### src/rtl/desired_drive_pkg.sv
// Shared constants for the desired_drive motor-current pipeline.
// TORQUE_MIN_DEFAULT is the torque offset below which no assist is produced;
// the *_W constants fix the widths of the intermediate factors and the
// final assist product so every stage stays overflow-free.
package desired_drive_pkg;

  localparam logic [11:0] TORQUE_MIN_DEFAULT = 12'h380;

  localparam int unsigned TORQUE_W         = 12;
  localparam int unsigned INCLINE_W        = 13;
  localparam int unsigned INCLINE_SAT_W    = 10;
  localparam int unsigned INCLINE_LIM_W    = 9;
  localparam int unsigned CADENCE_W        = 5;
  localparam int unsigned CADENCE_FACTOR_W = 6;
  localparam int unsigned SCALE_W          = 3;
  localparam int unsigned PROD_TC_W        = TORQUE_W + CADENCE_FACTOR_W;   // 18
  localparam int unsigned PROD_IS_W        = INCLINE_LIM_W + SCALE_W;       // 12
  localparam int unsigned ASSIST_PROD_W    = PROD_TC_W + PROD_IS_W;         // 30

endpackage

### src/rtl/desired_drive_factors.sv
// Combinational front end of desired_drive.
// Ports:
//   avg_torque     in  12  unsigned averaged crank torque
//   cadence        in  5   unsigned cadence measure
//   incline        in  13  signed incline
//   incline_lim    out 9   incline term, limited to 0..511
//   cadence_factor out 6   cadence + 32, or 0 when cadence <= 1
//   torque_pos     out 12  avg_torque - TORQUE_MIN, floored at 0
module desired_drive_factors
  import desired_drive_pkg::*;
#(
  parameter logic [11:0] TORQUE_MIN = TORQUE_MIN_DEFAULT
) (
  input  logic [TORQUE_W-1:0]         avg_torque,
  input  logic [CADENCE_W-1:0]        cadence,
  input  logic [INCLINE_W-1:0]        incline,
  output logic [INCLINE_LIM_W-1:0]    incline_lim,
  output logic [CADENCE_FACTOR_W-1:0] cadence_factor,
  output logic [TORQUE_W-1:0]         torque_pos
);

  logic [INCLINE_SAT_W-1:0] incline_sat;
  logic [INCLINE_SAT_W:0]   incline_factor;
  logic [TORQUE_W:0]        torque_off;

  always_comb begin
    if ($signed(incline) > 13'sd511) begin
      incline_sat = 10'h1FF;
    end else if ($signed(incline) < -13'sd512) begin
      incline_sat = 10'h200;
    end else begin
      incline_sat = incline[INCLINE_SAT_W-1:0];
    end

    // Factor spans -256..767: bit 10 flags negative, bit 9 flags > 511.
    incline_factor = {incline_sat[INCLINE_SAT_W-1], incline_sat} + 11'd256;
    if (incline_factor[INCLINE_SAT_W]) begin
      incline_lim = '0;
    end else if (incline_factor[INCLINE_SAT_W-1]) begin
      incline_lim = '1;
    end else begin
      incline_lim = incline_factor[INCLINE_LIM_W-1:0];
    end
  end

  always_comb begin
    if (cadence > 5'd1) begin
      cadence_factor = {1'b0, cadence} + 6'd32;
    end else begin
      cadence_factor = '0;
    end
  end

  always_comb begin
    torque_off = {1'b0, avg_torque} - {1'b0, TORQUE_MIN};
    if (torque_off[TORQUE_W]) begin
      torque_pos = '0;
    end else begin
      torque_pos = torque_off[TORQUE_W-1:0];
    end
  end

endmodule

### src/rtl/desired_drive.sv
// Desired motor current for the e-bike assist controller.
// Two-stage multiplier pipeline: inputs applied after rising edge N appear
// on target_curr after rising edge N+2; one new input set per cycle.
// Ports:
//   clk          in  1   system clock, rising edge
//   rst_n        in  1   synchronous active-low reset
//   avg_torque   in  12  unsigned averaged crank torque
//   cadence      in  5   unsigned cadence measure
//   not_pedaling in  1   1 forces zero assist
//   incline      in  13  signed incline
//   scale        in  3   assist level 0..7
//   target_curr  out 12  desired motor current, saturates at 12'hFFF
module desired_drive
  import desired_drive_pkg::*;
#(
  parameter logic [11:0] TORQUE_MIN = TORQUE_MIN_DEFAULT
) (
  input  logic                 clk,
  input  logic                 rst_n,
  input  logic [TORQUE_W-1:0]  avg_torque,
  input  logic [CADENCE_W-1:0] cadence,
  input  logic                 not_pedaling,
  input  logic [INCLINE_W-1:0] incline,
  input  logic [SCALE_W-1:0]   scale,
  output logic [11:0]          target_curr
);

  logic [INCLINE_LIM_W-1:0]    incline_lim;
  logic [CADENCE_FACTOR_W-1:0] cadence_factor;
  logic [TORQUE_W-1:0]         torque_pos;

  logic [PROD_TC_W-1:0]        prod_tc;
  logic [PROD_IS_W-1:0]        prod_is;
  logic                        np_q;
  logic [ASSIST_PROD_W-1:0]    assist_prod;
  logic                        unused_lsbs;

  desired_drive_factors #(
    .TORQUE_MIN (TORQUE_MIN)
  ) u_factors (
    .avg_torque     (avg_torque),
    .cadence        (cadence),
    .incline        (incline),
    .incline_lim    (incline_lim),
    .cadence_factor (cadence_factor),
    .torque_pos     (torque_pos)
  );

  always_ff @(posedge clk) begin
    if (!rst_n) begin
      prod_tc     <= '0;
      prod_is     <= '0;
      np_q        <= 1'b0;
      assist_prod <= '0;
    end else begin
      prod_tc     <= PROD_TC_W'(torque_pos) * PROD_TC_W'(cadence_factor);
      prod_is     <= PROD_IS_W'(incline_lim) * PROD_IS_W'(scale);
      np_q        <= not_pedaling;
      assist_prod <= np_q ? '0
                          : ASSIST_PROD_W'(prod_tc) * ASSIST_PROD_W'(prod_is);
    end
  end

  assign target_curr = (|assist_prod[29:27]) ? 12'hFFF : assist_prod[26:15];

  // Fractional bits below the output scaling are intentionally discarded.
  assign unused_lsbs = ^assist_prod[14:0];

endmodule

### config.mk
export PLATFORM = sky130hd
export DESIGN_NAME = desired_drive
export DESIGN_NICKNAME = d
export VERILOG_FILES = /design/src/rtl/desired_drive_pkg.sv /design/src/rtl/desired_drive_factors.sv /design/src/rtl/desired_drive.sv
export SDC_FILE = /design/constraint.sdc
export NUM_CORES = 1
export LEC_CHECK = 0
export ABC_AREA = 1
export CORE_MARGIN = 2
export CORE_UTILIZATION = 35
export CTS_CLUSTER_SIZE = 25
export DETAILED_ROUTE_END_ITERATION = 8
export GPL_ROUTABILITY_DRIVEN = 0
export HOLD_SLACK_MARGIN = 0.08
export SETUP_SLACK_MARGIN = 0.02
export SLEW_MARGIN = 20
export SYNTH_ARGS = -nofsm -noshare
export SYNTH_HDL_FRONTEND = slang
export SYNTH_SLANG_ARGS = --single-unit
export TNS_END_PERCENT = 10
### constraint.sdc
create_clock -name clk -period 7.4 [get_ports clk]
set_input_delay 1.48 -clock clk [delete_from_list [all_inputs] [get_ports clk]]
set_output_delay 1.48 -clock clk [all_outputs]
set_load 0.05 [all_outputs]
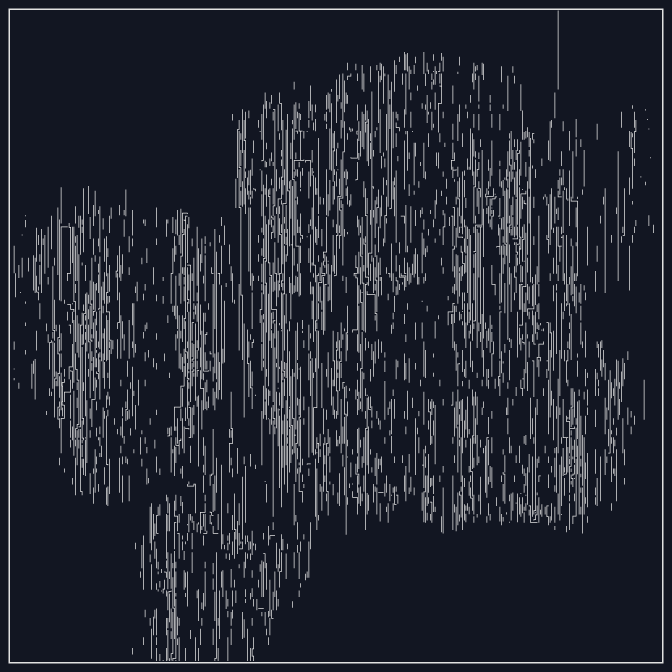
run_1/met2.png
wire length on this layer: 12600 um
share of all routed wire: 48%
global routing met2 resource utilization: 29.5%
final wirelength: 26.3 mm
vias: 9521

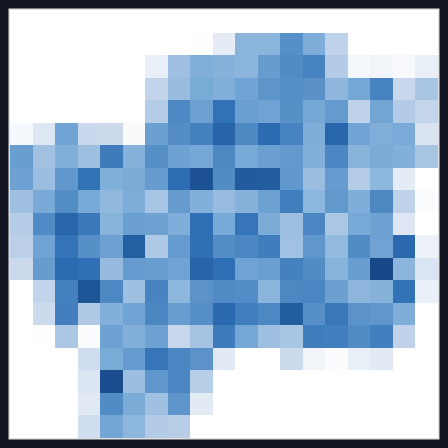
run_1/density.png
19 x 19 tiles, from white (low) to dark blue (high), 0 to 100% covered.
mean over tiles: 35%
emptiest ninth of the die: north-west
densest ninth of the die: center
tiles over 75% full: 4.7%
nearly empty tiles: 29%

==> flow_summary.yaml, run 1 <==
# physical design summary
run_status:
  outcome: "finished clean"
sta:
  fin_skew_ps: 7.93
  slew-limit-headroom_pct: 41.3
  finalWorstPathRequiredPeriod_ps: 5790
  worst_slew_pin_slew_ps: 879
  setup_total_negative_slack_ps: 0
  clock.fmax_ghz: 0.173
  rsz0062_at_grt: "false"
  hold_violations: 0
  holdWs_ps: 656
  timing.final.ws_setup_ps: 1610
  finalCritPeriodShare_pct: 78.3
  setup_viol_count_final: 0
  finalMaxSlewViolations: 0
routing:
  drt-met1-wl_mm: 12.1
  dr.first_iter.drc_count: 551
  routed_wire_length_per_instance_um: 12.9
  drt-pass1-iter-count: 5
  met3RoutedLength_mm: 1.10
  dr_wl_met2_mm: 12.6
  drt_drc_violations_left: 0
  drt-vias-per-instance: 4.67
  final_antenna_net_count: 0
  highest-signal-layer: "met4"
synthesis:
  dominant_cells_by_area_after_synthesis: "fa_1, inv_1, nand2_1, ha_1, dfxtp_1"
  arithmetic_cell_share_of_the_synthesized_area_counting_full_adders_half_adders_and_majority_gates_pct: 47.5
  yosys_most_used_dff: "dfxtp_1"
  synth.yosys.warnings: 0
  post_synth_tally_of_flip_flops_with_integrated_enable: 0
  yosys.area.top_type: "fa_1"
  synth_area_per_cell_um2: 7.21
  common_cells: "inv_1, nand2_1, fa_1, nor2_1, ha_1"
  synth.cell_area_um2: 11500
  synth-xor-area-share_pct: 0.229
  synth_sequential_area_ratio_pct: 8.01
  synth.cellmix.compoundShare_pct: 7.10
  synth_cells: 1594
  post_synth_num_cell_types: 40
  syn_nets: 1941
  synth_top_area_share_pct: 36.2
  synth_stat.cells: 1594
  simple_gate_area_share_pct: 21.3
  yosys.stat.chipArea_um2: 11500
  synthArstFlopShare_pct: 0
  topCombFamilyByArea: "adder cells"
  synth-seq-cells: 46
  synth.mux.area_fraction_pct: 0
  netlist.top_cell.by_instances: "inv_1"
cts:
  worstSkewPairLatency_ps: 310
  cts_made_buffers: 5
  htree_levels: 2
  clock_tree.buffer_depth: 2
  cts.sinks: 46
  cts_root_buffer: "clkbuf_16"
  clock_tree_from_tritoncts: "done"
  clk_pin_slew_worst_setup_hold_paths_ps: 70
  cts_resized: 0
  post-cts-setup-buffers: 0
  hold_buf_cts: 0
die:
  die-height_um: 185
  dieArea_um2: 34300
  pin_count: 48
  fp-row-count: 66
  floorplanUtilization_pct: 35.4
  die-width_um: 185
  fp.coreArea_um2: 32500
setup_path:
  critical_path.cell_chain: "clkdlybuf4s50_1, nor4_4, inv_2, nand2_1, nor2_1, fa_1, inv_1, fa_1, fa_1, inv_1, ha_1, a21oi_1, nand2_1, a21oi_1, inv_1, nand3b_1, nand3_1, nand2_1, nor2_1"
  critical_path_class: "in2reg"
  cpPeakStageDelay_ps: 570
  crit_arrival_ps: 6000
  worst_setup_slack_for_register_to_register_paths_ps: 2040
  worstRegToRegCells: 16
  setup.worst_path.end_class: "flop"
  crit_path_top_delay_cell: "clkdlybuf4s50_1"
  cp.required_ps: 7610
  worst_setup_path_start_kind: "primary input"
  regToRegStartpoint: "prod_is[6]$_SDFF_PN0_"
  worstSetupStartpoint: "cadence[3]"
  worstPathMaxFanout: 12
  reg2reg_to: "assist_prod[18]$_SDFF_PP0_"
worst_hold_path:
  min_delay_path_depth: 3
  hold-path-endpoint: "assist_prod[19]$_SDFF_PP0_"
  hold_start: "np_q$_SDFF_PN0_"
  hold_class: "reg2reg"
placed_design:
  port_buffers: 47
  dp_slack_ps: 1300
  dpl_cell_area_um2: 12300
  post-dp-hpwl_mm: 22.1
finish:
  finalNetCount: 1943
  layout_top_cells_excl_fill_tap: "inv_1, nand2_1, fa_1"
  syn2layout_area_growth_pct: 8.47
  final-seq-area_um2: 921
  mi_logic_area_um2: 8750
  fillCellCount: 3387
  mostFrequentLayoutCell: "inv_1"
  n_antenna_cell: 0
  layout.cell_area.non_filler_um2: 12500
  drive_gt1_share_pct: 2.44
pwr:
  leakagePower_nw: 6.98
  vdd.ir_drop.worst_v: 0.000159
  total_power_mw: 3.40
  p_per_area_nw_per_um2: 273
grt:
  grt_start_max_net_pins: 25
  number_of_antenna_violations_at_the_first_check_in_global_routing: 0
  global_route_wire_length_before_repair_mm: 46.3
  first_global_vias: 10000
  grt_overflow: 0
run:
  drv.max_cap_violation_count: 0
  warnings: 26
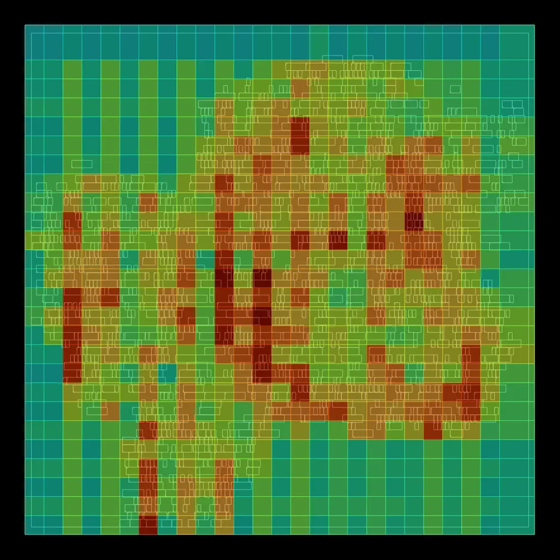
run_1/final_congestion.png
GRT Overall Usage: 16.6%
share of the core filled with cells in the final layout: 38.4%

==> run 1: power breakdown <==
part / switching, mW / internal (mW) / leakage (nW)
clock: 0.115 / 0.127 / 0.0664
combinational: 1.64 / 0.968 / 6.53
sequential: 0.243 / 0.314 / 0.380
==> run 1: sequential cells by signal (all words and copies together), names as in the netlist <==
signal,count
prod_is,12
prod_tc,18
np_q,1
assist_prod,15
==> run 1: worst max-delay path: cells and delay by family <==
| family | cells | cell delay [ps] |
|---|---|---|
| AOI/OAI and AO/OA | 2 | 390 |
| adders and majority gates | 4 | 1840 |
| and+or+nand+nor | 8 | 1380 |
| buffers and inverters | 5 | 910 |
==> run 1: final cells by class <==
type | instances | area share [%]
Timing Repair Buffer | 47 | 3.77
Clock buffer | 5 | 1.00
Inverter | 431 | 13.0
Clock inverter | 3 | 0.191
Multi-Input combinational cell | 1065 | 70.2
Tap cell | 442 | 4.44
Sequential cell | 46 | 7.39
==> run 1: per-layer routing <==
| metal | GRT usage, % | vias to the layer above |
|---|---|---|
| met5 | 0 | - |
| met4 | 3.75 | 0 |
| met3 | 2.10 | 39 |
| met2 | 29.5 | 211 |
| met1 | 21.4 | 4621 |
| li1 | - | 4650 |
==> run 1: worst max path at each step <==
stage	end	slack, ps	cells past startpoint
after global routing	prod_tc[16]$_SDFF_PN0_	1270	19
after CTS	prod_tc[14]$_SDFF_PN0_	1640	19
final	prod_tc[16]$_SDFF_PN0_	1610	19
after floorplan	prod_tc[16]$_SDFF_PN0_	2330	19
after global placement	prod_tc[14]$_SDFF_PN0_	1440	19
after detailed placement	prod_tc[14]$_SDFF_PN0_	1300	19
==> run 1: metrics by stage <==
stage,util (%),std cells
finish,38.4,2039
CTS,38.4,2039
global placement,37.9,2031
floorplan,-,1594
global route,38.4,2039
detailed placement,37.9,2031
run_1/gate_families.png
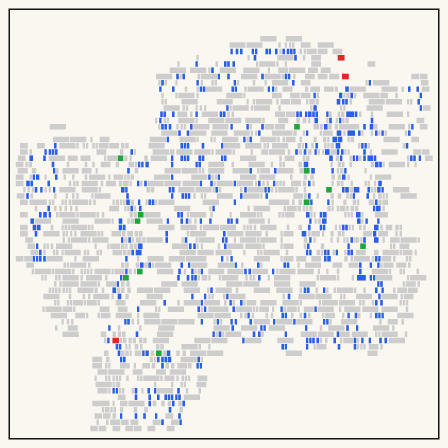

==> inputs of run 2 (changes only) <==
==> constraint.sdc (replaced) <==
create_clock -name clk -period 5.6 [get_ports clk]
set_input_delay 1.12 -clock clk [delete_from_list [all_inputs] [get_ports clk]]
set_output_delay 1.12 -clock clk [all_outputs]
set_load 0.05 [all_outputs]
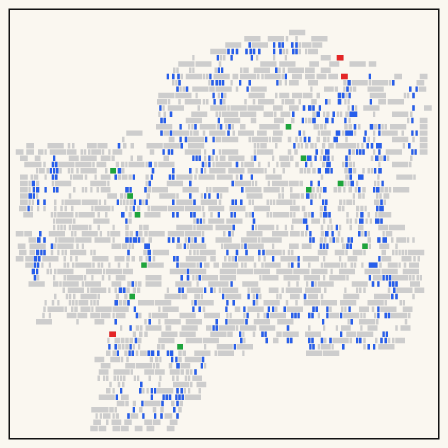
run_2/gate_families.png
[NAND gates] blue | cells: 446
[XOR/XNOR gates] red | cells: 3
[AND-OR and OR-AND gates] green | cells: 11
fraction of area in multi-input gates: 69.1%
final instance count without filler cells: 2066
most used logic cell in the final layout: inv_1

==> run 2 against run 1 <==
  * Clock power increased by 31%
  * Core utilization increased by 0.62 points
  * Synthesized cell count unchanged
  * Sequential share of layout area decreased by 0.12 points
  * Register-to-register slack got worse by 1600 ps
  * Sequential cell count unchanged
  * Synthesized area unchanged
  * Critical path depth increased by 3
  * Combinational power increased by 37%
  * Sequential power increased by 14%
  * Critical endpoint is now assist_prod[29]$_SDFF_PP0_
==> flow_summary.yaml, run 2 <==
# physical design summary
synthesis:
  synth_sequential_area_ratio_pct: 8.01
  post_synth_tally_of_flip_flops_with_integrated_enable: 0
  synth.yosys.warnings: 0
  synthArstFlopShare_pct: 0
  synth_cells: 1594
  yosys_most_used_dff: "dfxtp_1"
  yosys.area.top_type: "fa_1"
  synth_stat.cells: 1594
  synth_area_per_cell_um2: 7.21
cts:
  clk_pin_slew_worst_setup_hold_paths_ps: 70
  clock_tree_from_tritoncts: "done"
  cts_resized: 0
  clock_tree.buffer_depth: 2
  hold_buf_cts: 0
finish:
  drive_gt1_share_pct: 4.06
  layout_top_cells_excl_fill_tap: "inv_1, nand2_1, fa_1"
  n_antenna_cell: 0
  largest_reg_flops: 18
routing:
  highest-signal-layer: "met4"
  met3RoutedLength_um: 896
  vias: 9528
  dr.first_iter.drc_count: 610
  drt-met1-wl_mm: 12.0
  final_antenna_net_count: 0
  dr_wl_met2_mm: 12.6
  detail_route.wirelength_mm: 25.8
  drt_drc_violations_left: 0
setup_path:
  cpPeakStageDelay_ps: 680
  worst_setup_path_start_kind: "flop"
  regToRegStartpoint: "prod_is[8]$_SDFF_PN0_"
  crit_arrival_ps: 5340
  worst_setup_slack_for_register_to_register_paths_ps: 450
  critical_path.cell_chain: "buf_4, buf_4, nand2_1, inv_1, fa_1, inv_1, fa_1, inv_1, fa_1, fa_1, inv_1, fa_1, inv_1, ha_1, a21oi_1, o21ai_0, a21oi_1, nor2_1, nor2_1, nand3_1, nand2_1, nor2_1"
  setup.worst_path.end_class: "flop"
  worstPathMaxFanout: 11
  crit_path_top_delay_cell: "dfxtp_1"
  critPathTopFamily: "adder cells"
die:
  die-width_um: 185
  dieArea_um2: 34300
  pin_count: 48
  floorplanUtilization_pct: 35.4
  fp-row-count: 66
  fp.coreArea_um2: 32500
worst_hold_path:
  min_delay_path_depth: 3
grt:
  groute.usage.overall_pct: 16.3
  grt_util_met1_pct: 21.1
  number_of_antenna_violations_at_the_first_check_in_global_routing: 0
  grt.busiest_layer: "met2"
  grt_start_max_net_pins: 25
  groute.layer.met3.usage_pct: 1.93
  grt_overflow: 0
  first_global_vias: 9999
pwr:
  comb_power_share_pct: 78.9
  internal_cell_power_mw: 1.90
  vdd.ir_drop.worst_v: 0.000207
  switchingPower_mw: 2.61
  p_seq_share_pct: 14.1
  power.share.switching_pct: 57.8
  p_per_area_nw_per_um2: 356
sta:
  holdWs_ps: 661
  fin_skew_ps: 9.29
  finalMaxSlewViolations: 0
  worst_slew_pin_slew_ps: 859
  finalWorstPathRequiredPeriod_ps: 5150
  setup_total_negative_slack_ps: 0
  slew-limit-headroom_pct: 42.6
  hold_violations: 0
  clock.fmax_ghz: 0.194
run_status:
  outcome: "finished clean"
run:
  drv.max_cap_violation_count: 0
placed_design:
  post-dp-hpwl_mm: 22.3
[run 2: cell counts after synthesis]
Identical to the previous run, type by type.
[run 2: cells by family after synthesis]
family,after synthesis,synth area share [%]
AND/OR/NAND/NOR,606,21.3
flip-flops,46,8.01
adder cells (fa/ha/maj),311,47.5
AND-OR/OR-AND,145,7.10
buffers and inverters,483,15.9
XOR/XNOR,3,0.229
[run 2: power by group through the flow]
stage                     sequential (mW)  clock (mW)  combinational, mW
after detailed placement            0.639           0               3.58
after global routing                0.651       0.341               4.18
final                               0.635       0.316               3.56
after global placement              0.636           0               3.55
after floorplan                     0.451           0               2.87
after CTS                           0.631       0.327               3.61
[run 2: area by class of cell]
class                           count  area [um2]
Sequential cell                    46         921
Inverter                          431        1620
Clock inverter                      3        23.8
Tap cell                          442         553
Clock buffer                        5         125
Timing Repair Buffer               74         673
Fill cell                        3410       19800
Multi-Input combinational cell   1065        8750
[run 2: worst max path at each step]
stage | end | slack (ps)
3_5_place_dp | prod_tc[17]$_SDFF_PN0_ | 220
6_report | assist_prod[29]$_SDFF_PP0_ | 450
5_1_grt | assist_prod[29]$_SDFF_PP0_ | 160
4_1_cts | assist_prod[29]$_SDFF_PP0_ | 490
3_3_place_gp | prod_tc[17]$_SDFF_PN0_ | 270
2_1_floorplan | assist_prod[28]$_SDFF_PP0_ | 710
[run 2: stage by stage]
step | util, % | cells | instance area, um2 | power (mW) | setup WS (ps)
3_3_place_gp | 38.5 | 2058 | 12500 | 4.18 | 272
6_report | 39.0 | 2066 | 12700 | 4.51 | 452
5_1_grt | 39.0 | 2066 | 12700 | 5.17 | 165
2_1_floorplan | - | 1594 | 11500 | 3.32 | 709
4_1_cts | 39.0 | 2066 | 12700 | 4.56 | 491
3_5_place_dp | 38.6 | 2058 | 12500 | 4.22 | 216
==> inputs of run 3 (changes only) <==
--- a/config.mk
+++ b/config.mk
@@ -6,6 +6,7 @@
 export NUM_CORES = 1
 export LEC_CHECK = 0
 export ABC_AREA = 1
+export CAP_MARGIN = 20
 export CORE_MARGIN = 2
 export CORE_UTILIZATION = 35
 export CTS_CLUSTER_SIZE = 25
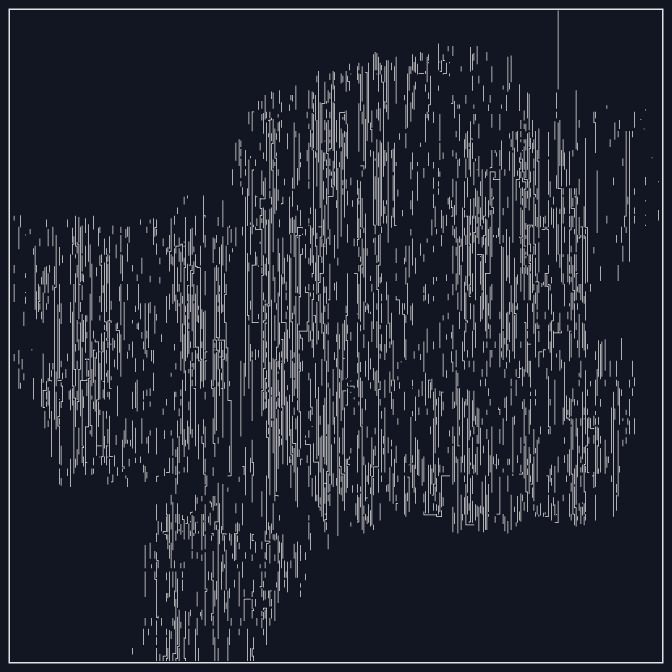
run_3/met2.png
share of all routed wire: 49%
wire length on this layer: 12600 um

==> run 3 against run 2 <==
  * Non-clock buffer count is the same
  * Synthesized area unchanged
  * Largest cell class unchanged
  * Clock power about the same
  * Clock skew unchanged
  * Total power did not move
  * Global-route usage unchanged
  * Cell count is the same
  * Synthesized cell count unchanged
  * Die size unchanged
  * First-iteration DRC count did not move
==> flow_summary.yaml, run 3 <==
# physical design summary
run_status:
  outcome: "finished clean"
sta:
  rsz0062_at_grt: "false"
  clock.fmax_ghz: 0.194
  slew-limit-headroom_pct: 42.6
  finalCritPeriodShare_pct: 91.9
  hold_violations: 0
  setup_viol_count_final: 0
  worst_slew_pin_slew_ps: 859
  finalWorstPathRequiredPeriod_ps: 5150
  finalMaxSlewViolations: 0
  setup_total_negative_slack_ps: 0
  fin_skew_ps: 9.29
cts:
  post-cts-setup-buffers: 0
  htree_levels: 2
  clock_tree.buffer_depth: 2
  cts_made_buffers: 5
  hold_buf_cts: 0
  cts.sinks: 46
  worstSkewPairLatency_ps: 300
  clk_pin_slew_worst_setup_hold_paths_ps: 70
  clock_tree_from_tritoncts: "done"
  cts_resized: 0
  cts_root_buffer: "clkbuf_16"
finish:
  largest_reg_flops: 18
  mostFrequentLayoutCell: "inv_1"
  layout_top_cells_excl_fill_tap: "inv_1, nand2_1, fa_1"
  fillCellCount: 3410
  layout.core_utilization_pct: 39.0
  layout.cell_area.non_filler_um2: 12700
  top_regs: "prod_tc: 18 flops, assist_prod: 15 flops, prod_is: 12 flops"
  finalNetCount: 1970
  syn2layout_area_growth_pct: 10.2
  n_antenna_cell: 0
  drive_gt1_share_pct: 4.06
  max_flop_register: "prod_tc"
synthesis:
  post_synth_tally_of_flip_flops_with_integrated_enable: 0
  syn_nets: 1941
  synth_cells: 1594
  netlist.top_cell.by_instances: "inv_1"
  synth-seq-cells: 46
  common_cells: "inv_1, nand2_1, fa_1, nor2_1, ha_1"
  simple_gate_area_share_pct: 21.3
  yosys.stat.chipArea_um2: 11500
  synth_area_per_cell_um2: 7.21
  synthArstFlopShare_pct: 0
  dominant_cells_by_area_after_synthesis: "fa_1, inv_1, nand2_1, ha_1, dfxtp_1"
  synth_stat.cells: 1594
  synth-xor-area-share_pct: 0.229
  synth.cell_area_um2: 11500
  arithmetic_cell_share_of_the_synthesized_area_counting_full_adders_half_adders_and_majority_gates_pct: 47.5
  post_synth_num_cell_types: 40
  yosys.area.top_type: "fa_1"
  synth_sequential_area_ratio_pct: 8.01
  synth.yosys.warnings: 0
  yosys_most_used_dff: "dfxtp_1"
  synth.mux.area_fraction_pct: 0
  synth.cellmix.compoundShare_pct: 7.10
  synth_top_area_share_pct: 36.2
  topCombFamilyByArea: "adder cells"
pwr:
  vdd.ir_drop.worst_v: 0.000207
  leakagePower_nw: 7.12
  p_per_area_nw_per_um2: 356
setup_path:
  cp.required_ps: 5790
  worst_setup_path_start_kind: "flop"
  setup.worst_path.end_class: "flop"
  worstSetupStartpoint: "prod_is[8]$_SDFF_PN0_"
  crit_path_top_delay_cell: "dfxtp_1"
  cpPeakStageDelay_ps: 680
  regToRegStartpoint: "prod_is[8]$_SDFF_PN0_"
  crit_arrival_ps: 5340
  critical_path_class: "reg2reg"
  worstPathMaxFanout: 11
  critical_path.cell_chain: "buf_4, buf_4, nand2_1, inv_1, fa_1, inv_1, fa_1, inv_1, fa_1, fa_1, inv_1, fa_1, inv_1, ha_1, a21oi_1, o21ai_0, a21oi_1, nor2_1, nor2_1, nand3_1, nand2_1, nor2_1"
routing:
  drt_drc_violations_left: 0
  final_antenna_net_count: 0
  drt-vias-per-instance: 4.61
  detail_route.wirelength_mm: 25.8
  vias: 9528
  dr.first_iter.drc_count: 610
  drt-pass1-iter-count: 5
  routed_wire_length_per_instance_um: 12.5
placed_design:
  dpl_cell_area_um2: 12500
  post-dp-hpwl_mm: 22.3
  port_buffers: 47
grt:
  first_global_vias: 9999
  grt_overflow: 0
  global_route_wire_length_before_repair_mm: 45.9
  grt_start_max_net_pins: 25
  groute.usage.overall_pct: 16.3
  number_of_antenna_violations_at_the_first_check_in_global_routing: 0
worst_hold_path:
  hold_start: "np_q$_SDFF_PN0_"
  hold_class: "reg2reg"
die:
  floorplanUtilization_pct: 35.4
  pin_count: 48
  dieArea_um2: 34300
  fp-row-count: 66
  fp.coreArea_um2: 32500
  die-width_um: 185
  die-height_um: 185
run:
  drv.max_cap_violation_count: 0
  warnings: 26
[run 3: routing by layer]
layer	routed length, um	GRT usage (%)	vias to the layer above
li1	-	-	4705
met1	12000	21.1	4621
met2	12600	29.5	179
met3	896	1.93	23
met4	268	3.05	0
met5	0	0	-
[run 3: worst paths after layout]
kind | endpoint | slack [ps] | depth (start not counted)
min reg2reg | assist_prod[28]$_SDFF_PP0_ | 660 | 3
min | assist_prod[28]$_SDFF_PP0_ | 660 | 3
max reg2reg | assist_prod[29]$_SDFF_PP0_ | 450 | 22
max | assist_prod[29]$_SDFF_PP0_ | 450 | 22
[run 3: layout make-up]
type                            count  area [um2]  area share, %
Sequential cell                    46         921           7.27
Timing Repair Buffer               74         673           5.31
Multi-Input combinational cell   1065        8750           69.1
Clock buffer                        5         125          0.988
Tap cell                          442         553           4.37
Inverter                          431        1620           12.8
Clock inverter                      3        23.8          0.188
[run 3: power breakdown]
| part | total [mW] | leakage [nW] | switching, mW | internal [mW] |
|---|---|---|---|---|
| logic | 3.56 | 6.67 | 2.24 | 1.32 |
| registers | 0.635 | 0.380 | 0.220 | 0.415 |
| clock network | 0.316 | 0.0664 | 0.148 | 0.167 |
[run 3: per-stage QoR]
| step | instances | total power [mW] | hold WS, ps | setup slack [ps] |
|---|---|---|---|---|
| 2_1_floorplan | 1594 | 3.32 | 496 | 709 |
| 3_3_place_gp | 2058 | 4.18 | 783 | 272 |
| 3_5_place_dp | 2058 | 4.22 | 660 | 216 |
| 4_1_cts | 2066 | 4.56 | 674 | 491 |
| 5_1_grt | 2066 | 5.17 | 693 | 165 |
| 6_report | 2066 | 4.51 | 661 | 452 |
[run 3: critical path, delay by kind of cell, from the launching register on]
family          cells  cell delay, ps
buf+inv             7             710
simple gates        6             440
flops               1             680
compound gates      3             640
fa+ha+maj           6            2540
Power figures rest on the tool's default switching activity, not on a simulated workload.
